**Where the registers sit**

(8 px per um) Other sequential cells in the stronger gray, the rest of the logic in the fainter gray.
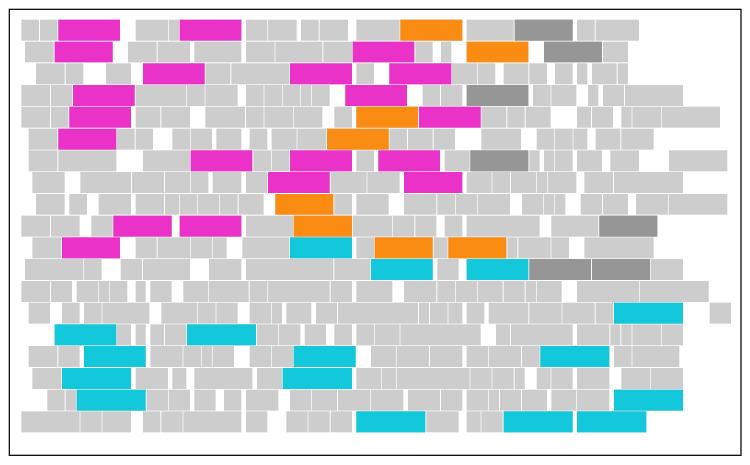
**Wire density map**

(6 px per um) 18 x 11 tiles, from dark blue (low) to red (high), scaled to the fullest tile. Values are wire area over tile area, all layers added.
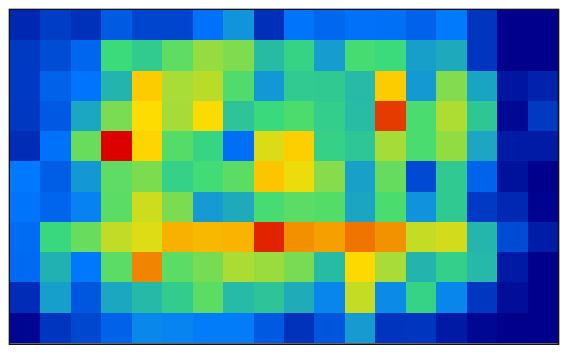
**Wiring by layer**

(6 px per um) Only two layers are drawn.
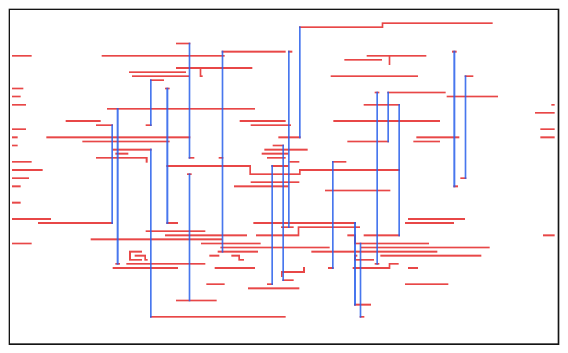
==> src/rtl/forward_ctrl.sv <==
// Forwarding and load-use hazard controller for the 5-stage core.
// Shadows EX/MEM/WB destination info and drives the EX operand mux selects plus a load-use stall.

module fwd_sel (
   input  logic       ex_valid,
   input  logic       use_rs,
   input  logic [4:0] rs,
   input  logic       mem_valid,
   input  logic       mem_reg_write,
   input  logic       mem_mem_read,
   input  logic [4:0] mem_rd,
   input  logic       wb_valid,
   input  logic       wb_reg_write,
   input  logic [4:0] wb_rd,
   output logic [1:0] sel
);
   always_comb begin
      sel = 2'b00;
      if (ex_valid && use_rs && (rs != 5'd0)) begin
         // a load in MEM has no data yet; the stall keeps its consumer out of EX until WB
         if (mem_valid && mem_reg_write && !mem_mem_read && (mem_rd == rs))
            sel = 2'b10;
         else if (wb_valid && wb_reg_write && (wb_rd == rs))
            sel = 2'b01;
      end
   end
endmodule

module forward_ctrl #(
   parameter int CNT_W = 16
) (
   input  logic             clk_i,
   input  logic             rst_i,
   input  logic             id_valid_i,
   input  logic [4:0]       id_rs1_i,
   input  logic [4:0]       id_rs2_i,
   input  logic             id_use_rs1_i,
   input  logic             id_use_rs2_i,
   input  logic [4:0]       id_rd_i,
   input  logic             id_reg_write_i,
   input  logic             id_mem_read_i,
   input  logic             flush_i,
   output logic             stall_o,
   output logic [1:0]       fwd_a_sel_o,
   output logic [1:0]       fwd_b_sel_o,
   output logic [CNT_W-1:0] stall_cnt_o
);
   localparam int NUM_OPS = 2;

   typedef struct packed {
      logic       valid;
      logic [4:0] rs1;
      logic [4:0] rs2;
      logic       use_rs1;
      logic       use_rs2;
      logic [4:0] rd;
      logic       reg_write;
      logic       mem_read;
   } ex_rec_t;

   typedef struct packed {
      logic       valid;
      logic [4:0] rd;
      logic       reg_write;
      logic       mem_read;
   } mem_rec_t;

   typedef struct packed {
      logic       valid;
      logic [4:0] rd;
      logic       reg_write;
   } wb_rec_t;

   ex_rec_t  ex_q, ex_d;
   mem_rec_t mem_q;
   wb_rec_t  wb_q;
   logic     src_hit;

   assign src_hit = (id_use_rs1_i && (id_rs1_i == ex_q.rd)) ||
                    (id_use_rs2_i && (id_rs2_i == ex_q.rd));

   // flush wins: a squashed instruction never holds the front end
   assign stall_o = id_valid_i && !flush_i && ex_q.valid && ex_q.mem_read &&
                    ex_q.reg_write && (ex_q.rd != 5'd0) && src_hit;

   always_comb begin
      ex_d = '0;
      if (!flush_i && !stall_o) begin
         ex_d.valid     = id_valid_i;
         ex_d.rs1       = id_rs1_i;
         ex_d.rs2       = id_rs2_i;
         ex_d.use_rs1   = id_use_rs1_i;
         ex_d.use_rs2   = id_use_rs2_i;
         ex_d.rd        = id_rd_i;
         ex_d.reg_write = id_reg_write_i;
         ex_d.mem_read  = id_mem_read_i;
      end
   end

   always_ff @(posedge clk_i) begin
      if (!rst_i) begin
         ex_q        <= '0;
         mem_q       <= '0;
         wb_q        <= '0;
         stall_cnt_o <= '0;
      end else begin
         ex_q  <= ex_d;
         mem_q <= '{valid: ex_q.valid, rd: ex_q.rd, reg_write: ex_q.reg_write,
                    mem_read: ex_q.mem_read};
         wb_q  <= '{valid: mem_q.valid, rd: mem_q.rd, reg_write: mem_q.reg_write};
         if (stall_o && (stall_cnt_o != '1))
            stall_cnt_o <= stall_cnt_o + 1'b1;
      end
   end

   logic [NUM_OPS-1:0][4:0] op_rs;
   logic [NUM_OPS-1:0]      op_use;
   logic [NUM_OPS-1:0][1:0] op_sel;

   assign op_rs  = {ex_q.rs2, ex_q.rs1};
   assign op_use = {ex_q.use_rs2, ex_q.use_rs1};

   for (genvar g = 0; g < NUM_OPS; g++) begin : g_op
      fwd_sel u_sel (
         .ex_valid      (ex_q.valid),
         .use_rs        (op_use[g]),
         .rs            (op_rs[g]),
         .mem_valid     (mem_q.valid),
         .mem_reg_write (mem_q.reg_write),
         .mem_mem_read  (mem_q.mem_read),
         .mem_rd        (mem_q.rd),
         .wb_valid      (wb_q.valid),
         .wb_reg_write  (wb_q.reg_write),
         .wb_rd         (wb_q.rd),
         .sel           (op_sel[g])
      );
   end

   assign fwd_a_sel_o = op_sel[0];
   assign fwd_b_sel_o = op_sel[1];
endmodule

==> config.mk <==
export PLATFORM = sky130hd
export DESIGN_NAME = forward_ctrl
export DESIGN_NICKNAME = d
export VERILOG_FILES = /design/src/rtl/forward_ctrl.sv
export SDC_FILE = /design/constraint.sdc
export NUM_CORES = 1
export LEC_CHECK = 0
export CORE_ASPECT_RATIO = 0.6
export CORE_UTILIZATION = 48
export CTS_BUF_LIST = sky130_fd_sc_hd__clkbuf_4 sky130_fd_sc_hd__clkbuf_8
export DETAILED_ROUTE_END_ITERATION = 10
export GPL_ROUTABILITY_DRIVEN = 1
export PLACE_DENSITY = 0.78
export SETUP_SLACK_MARGIN = 0.2
export SLEW_MARGIN = 30
export SYNTH_ARGS = -nofsm -noshare
export SYNTH_HDL_FRONTEND = slang
export SYNTH_HIERARCHICAL = 1
export SYNTH_SLANG_ARGS = --single-unit
==> constraint.sdc <==
create_clock -name clk_i -period 1.6 [get_ports clk_i]
set_input_delay 0.16 -clock clk_i [delete_from_list [all_inputs] [get_ports clk_i]]
set_output_delay 0.16 -clock clk_i [all_outputs]
set_load 0.05 [all_outputs]
==> job_summary.md <==
### Metrics collected by this job

| Metric | Value |
|---|---|
| Crit path capture | stall_cnt_o[7] |
| Top pwr grp | sequential cells |
| Failing checks | setup timing |
| Port bufs | 43 |
| Post-route clock period utilization | 1.30 |
| Setup ws final | -478 ps |
| Status | finished with violations |
| Die width | 91.3 um |
| Worst path most repeated cell | buf_6 |
| Endpoint, Worst Hold | ex_q[5] |
| Number of diodes | 0 |
| CTS tree | done |
| Slowest Stage Delay on Critical Path | 540 ps |
| Leading cell kind | multi-input combinational cells |
| Post-synth seq share | 0.445 |
| Worst EP arrival | 2310 ps |
| Inverters | 9 |
| Final Critical Period | 2080 ps |
| Setup bufs post-CTS | 10 |
| Worst-margin pin slew | 540 ps |
| Detail Route met3 WL | 767 um |
| Design area | 3910 um^2 |
| Filler cells | 199 |
| Area post-placement | 3190 um^2 |
| Combinational share of cell area | 0.400 |
| Flops after synth | 51 |
| Setup Viol. Count Final | 41 |
| Synth cell count leaders | dfxtp_1, and2_1, xnor2_1 |
## Picture notes: 'where the registers sit'
Key: magenta = `ex_q` [flops 20]; cyan = `stall_cnt_o` [flops 16]; orange = `mem_q` [flops 8]
flop share of the area: 0.279
Seq power: 1320 uW
sequential cell area: 1090 um^2

## Picture notes: 'wire density map'
6.6% of the tiles are nearly empty. 33% of the tiles are over half the peak. The fullest tile reaches 0.77. The densest ninth of the die: center. The mean over all tiles is 0.29. The emptiest ninth of the die: south-east.
WL/cell: 21.6 um
WL final: 8850 um
routed vias: 2484

## Picture notes: 'wiring by layer'
Key: blue = met4 [wire length 405 um]; red = met3 [wire length 768 um]
total track usage: 0.287

Power figures rest on the tool's default switching activity, not on a simulated workload.
